[src/rtl/lc3b_types.sv]
// Shared L2 data-array types and default configuration constants.
package lc3b_types;

  localparam int unsigned L2_WIDTH = 128;
  localparam int unsigned L2_SETS  = 8;
  localparam int unsigned L2_WAYS  = 2;

  localparam int unsigned L2_IDX_W = $clog2(L2_SETS);
  localparam int unsigned L2_WAY_W = (L2_WAYS > 1) ? $clog2(L2_WAYS) : 1;
  localparam int unsigned L2_BE_W  = L2_WIDTH / 8;

  typedef logic [L2_IDX_W-1:0] l2_idx_t;
  typedef logic [L2_WAY_W-1:0] l2_way_t;
  typedef logic [L2_BE_W-1:0]  l2_be_t;

endpackage

[src/rtl/l2_data_way.sv]
// One way of the L2 data store: SETS lines with a byte-masked write port and an asynchronous read port.
module l2_data_way
  import lc3b_types::*;
#(
  parameter int unsigned WIDTH = L2_WIDTH,
  parameter int unsigned SETS  = L2_SETS
) (
  input  logic                       clk,
  input  logic                       we,
  input  logic [$clog2(SETS)-1:0]    index,
  input  logic [WIDTH-1:0]           wdata,
  input  logic [WIDTH/8-1:0]         be,
  input  logic [$clog2(SETS)-1:0]    rd_index,
  output logic [WIDTH-1:0]           rd_line
);

  localparam int unsigned BE_W = WIDTH / 8;

  logic [WIDTH-1:0] mem [SETS];

  // Storage is cleared by the owner's init sweep, so no reset here.
  always_ff @(posedge clk) begin
    if (we) begin
      for (int unsigned b = 0; b < BE_W; b++) begin
        if (be[b]) mem[index][8*b +: 8] <= wdata[8*b +: 8];
      end
    end
  end

  assign rd_line = mem[rd_index];

endmodule

[src/rtl/l2_data_array.sv]
// L2 data array: init sweep FSM, fill/write arbitration onto a single write port, registered read with write-first bypass.
module l2_data_array
  import lc3b_types::*;
#(
  parameter int unsigned WIDTH = L2_WIDTH,
  parameter int unsigned SETS  = L2_SETS,
  parameter int unsigned WAYS  = L2_WAYS
) (
  input  logic                                          clk,
  input  logic                                          rst_n,
  output logic                                          ready,
  input  logic                                          fill_valid,
  input  logic [$clog2(SETS)-1:0]                       fill_index,
  input  logic [((WAYS > 1) ? $clog2(WAYS) : 1)-1:0]    fill_way,
  input  logic [WIDTH-1:0]                              fill_data,
  input  logic                                          wr_valid,
  output logic                                          wr_ready,
  input  logic [$clog2(SETS)-1:0]                       wr_index,
  input  logic [((WAYS > 1) ? $clog2(WAYS) : 1)-1:0]    wr_way,
  input  logic [WIDTH-1:0]                              wr_data,
  input  logic [WIDTH/8-1:0]                            wr_be,
  input  logic                                          rd_valid,
  input  logic [$clog2(SETS)-1:0]                       rd_index,
  input  logic [((WAYS > 1) ? $clog2(WAYS) : 1)-1:0]    rd_way,
  output logic [WIDTH-1:0]                              rdata,
  output logic                                          rdata_valid
);

  localparam int unsigned IDX_W = $clog2(SETS);
  localparam int unsigned WAY_W = (WAYS > 1) ? $clog2(WAYS) : 1;
  localparam int unsigned BE_W  = WIDTH / 8;

  localparam logic [0:0] ST_INIT = 1'b0;
  localparam logic [0:0] ST_RUN  = 1'b1;

  logic [0:0]       state_q, state_d;
  logic [IDX_W-1:0] sweep_cnt_q, sweep_cnt_d;

  logic             fill_go, wr_go, rd_go;
  logic [WIDTH-1:0] way_line [WAYS];
  logic [WIDTH-1:0] rd_line_c, wr_merge_c, rd_next_c;
  logic             rd_hit_c;

  always_ff @(posedge clk or negedge rst_n) begin
    if (!rst_n) begin
      state_q     <= ST_INIT;
      sweep_cnt_q <= '0;
    end else begin
      state_q     <= state_d;
      sweep_cnt_q <= sweep_cnt_d;
    end
  end

  // Sweep one set per cycle; the last set written hands over to RUN.
  always_comb begin
    state_d     = state_q;
    sweep_cnt_d = sweep_cnt_q;
    if (state_q == ST_INIT) begin
      sweep_cnt_d = sweep_cnt_q + IDX_W'(1);
      if (sweep_cnt_q == IDX_W'(SETS - 1)) state_d = ST_RUN;
    end
  end

  assign ready    = (state_q == ST_RUN);
  assign fill_go  = ready & fill_valid;
  assign wr_go    = ready & wr_valid & ~fill_valid;
  assign wr_ready = ready & ~fill_valid;
  assign rd_go    = ready & rd_valid;

  for (genvar w = 0; w < WAYS; w++) begin : g_way
    logic             we;
    logic [IDX_W-1:0] idx;
    logic [WIDTH-1:0] wdata;
    logic [BE_W-1:0]  be;

    // Fill has priority on the shared write port; the sweep owns it during init.
    always_comb begin
      we    = 1'b0;
      idx   = '0;
      wdata = '0;
      be    = '0;
      if (!ready) begin
        we  = 1'b1;
        idx = sweep_cnt_q;
        be  = '1;
      end else if (fill_go && fill_way == WAY_W'(w)) begin
        we    = 1'b1;
        idx   = fill_index;
        wdata = fill_data;
        be    = '1;
      end else if (wr_go && wr_way == WAY_W'(w)) begin
        we    = 1'b1;
        idx   = wr_index;
        wdata = wr_data;
        be    = wr_be;
      end
    end

    l2_data_way #(
      .WIDTH (WIDTH),
      .SETS  (SETS)
    ) u_way (
      .clk      (clk),
      .we       (we),
      .index    (idx),
      .wdata    (wdata),
      .be       (be),
      .rd_index (rd_index),
      .rd_line  (way_line[w])
    );
  end

  // Read mux with write-first bypass; an unpopulated way reads as zero.
  always_comb begin
    rd_line_c = '0;
    rd_hit_c  = 1'b0;
    for (int unsigned w = 0; w < WAYS; w++) begin
      if (rd_way == WAY_W'(w)) begin
        rd_line_c = way_line[w];
        rd_hit_c  = 1'b1;
      end
    end
    wr_merge_c = rd_line_c;
    for (int unsigned b = 0; b < BE_W; b++) begin
      if (wr_be[b]) wr_merge_c[8*b +: 8] = wr_data[8*b +: 8];
    end
    rd_next_c = rd_line_c;
    if (rd_hit_c) begin
      if (fill_go && fill_index == rd_index && fill_way == rd_way) begin
        rd_next_c = fill_data;
      end else if (wr_go && wr_index == rd_index && wr_way == rd_way) begin
        rd_next_c = wr_merge_c;
      end
    end
  end

  always_ff @(posedge clk or negedge rst_n) begin
    if (!rst_n) begin
      rdata       <= '0;
      rdata_valid <= 1'b0;
    end else begin
      rdata_valid <= rd_go;
      if (rd_go) rdata <= rd_next_c;
    end
  end

endmodule
[config.mk]
export PLATFORM = sky130hd
export DESIGN_NAME = l2_data_array
export DESIGN_NICKNAME = d
export VERILOG_FILES = /design/src/rtl/lc3b_types.sv /design/src/rtl/l2_data_way.sv /design/src/rtl/l2_data_array.sv
export SDC_FILE = /design/constraint.sdc
export NUM_CORES = 2
export LEC_CHECK = 0
export CORE_ASPECT_RATIO = 0.6
export CORE_UTILIZATION = 56
export DETAILED_ROUTE_END_ITERATION = 8
export PLACE_DENSITY = 0.82
export SLEW_MARGIN = 0
export SYNTH_ARGS = -nofsm -noshare
export SYNTH_HDL_FRONTEND = slang
export SYNTH_SLANG_ARGS = --single-unit
[constraint.sdc]
create_clock -name clk -period 8.3 [get_ports clk]
set_clock_uncertainty 0.15 [all_clocks]
set_input_delay 1.245 -clock clk [delete_from_list [all_inputs] [get_ports clk]]
set_output_delay 1.245 -clock clk [all_outputs]
set_load 0.1 [all_outputs]
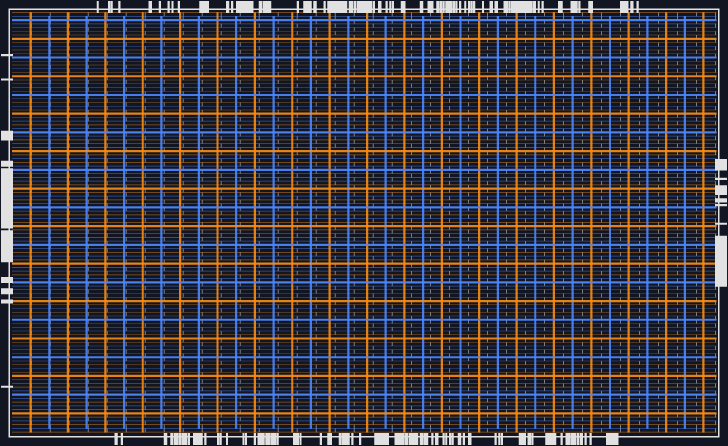
Fig. 1. Floorplan with the power grid.
Pins as bars on the die edge. Tap cells in gray.
VDD -> blue
VSS -> orange
met5 straps = 22
met4 straps = 37
signal pins = 420
tap cells = 2109
met1 rails = 113

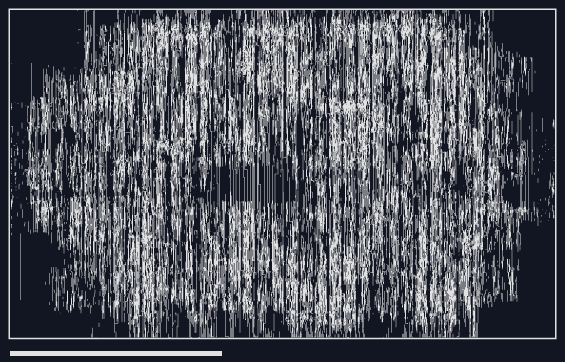
Fig. 2. M2 wires.
Scale bar: 200 um.
nets with wire on the layer = 4753
longest straight run = 140 um
wire length on this layer = 112 mm
main direction = vertical
share of all routed wire = 45%

==> flow_summary.ini <==
; implementation run metrics
[power]
powerClk_mw = 8.88
p_per_area_nw_per_um2 = 234

[worst_hold_path]
hp-class = in2async

[critical_path]
worst_path_largest_cell_delay_ns = 1.08
reg2reg_to = g_way[0].u_way.mem[7][126]$_DFFE_PP_
cp_max_fo = 38
critPathLaunch = fill_valid
cp.arrival_ns = 5.86
crit_chain = clkdlybuf4s50_1 > and4bb_4 > buf_4 > a221o_1 > nand3_2 > nor2_1
r2r_setup_slack_ns = 3.04
crit_type = in2reg
cp_slowest_cell = nor2_1

[floorplanning]
core_um2 = 156000
dieArea_um2 = 159000
die_w_um = 514
dieHeight_um = 309

[global_route]
global_route.usage.met1 = 0.453
grt_pass1_vias = 49352
grt-ovfl-total = 0
grt.busiest_layer = met2
met2_usage = 0.461

[clock_network]
cts_tree = done
clkTransAtPathRegs_ns = 0.07
clockRootBuffer = clkbuf_16
htree_levels = 4
postCtsSetupRepairBufs = 0

[yosys]
simple_gate_share = 0.0292
ys_sh_aoi = 0.0614
synth-xor-area-share = 0.000895
yosys_area_um2 = 88100
synthesis.nets = 4738
synth_top_cell_by_count = edfxtp_1
yosysUniqueCellTypes = 49
mux_area_frac = 0.156
ff_type = edfxtp_1
top_area_cell = edfxtp_1
yosys_warnings = 0
top_cell_area_share = 0.698

[sta]
timing.hold.ws_ns = 0.233
min_period_ns = 5.58
setup_slack_ns = 2.72
fin_tns_setup_ns = 0
finalSetupViolCount = 0
max_freq_ghz = 0.179
hold_violations = 0
maxSlewViolCount = 0

[layout]
comb_share = 0.219
nClkBuffers = 246
antennaDiodeCount = 7
largest_class = sequential cells
final_cells = 7069
final_area_um2 = 100000
final_layout_size_suffix_gt1_frac = 0.197
fillers = 10062
syn_to_final_growth_pct = 13.8
utilization = 0.643
fin_nets = 5085
nonClockBufferCount = 463

[routing]
drt_iter0_drc = 8236
drcViolationCount = 0
via_per_inst = 7.11
vias = 50251

[flow_run]
max_cap_viol_count = 0

[placed_design]
post-dp-hpwl_um = 156000
place_ws_ns = 2.16
placed_cells = 6717

[run_status]
status = finished clean
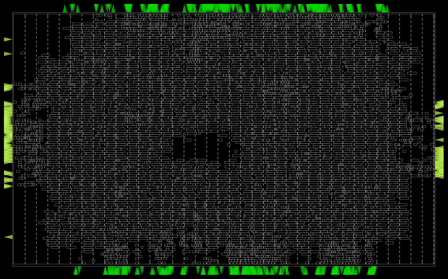
Fig. 3. Cell placement.
flop count: 2181
tap cells: 2109

==> placed cells by master, fill, tap and decap left out, types with 26 or more instances in the layout <==
cell             Yosys  layout
a22o_1             257     257
nand2_1             73      68
a211oi_1           158     158
a21oi_1             34      34
clkbuf_1           152      46
clkdlybuf4s50_1      0     414
a22oi_1             60      60
clkbuf_16            0     190
edfxtp_1          2048    2048
clkinv_1             1      30
nor3_1              71      71
buf_4               17      36
mux4_2             610     610
o21ai_0             51      51
clkinv_2             0      26
nor2_1             388     386
dfrtp_1            133     133
o22ai_1             98      98
==> critical path: cells and delay by family <==
family	cells	cell delay, ns
simple gates	3	2.94
compound gates	1	0.35
buf+inv	2	1.20
==> sequential cells by signal, indices dropped and copies added (netlist names) <==
signal,count
ready,1
sweep_cnt_q,3
rdata,128
rdata_valid,1
g_way.u_way.mem,2048
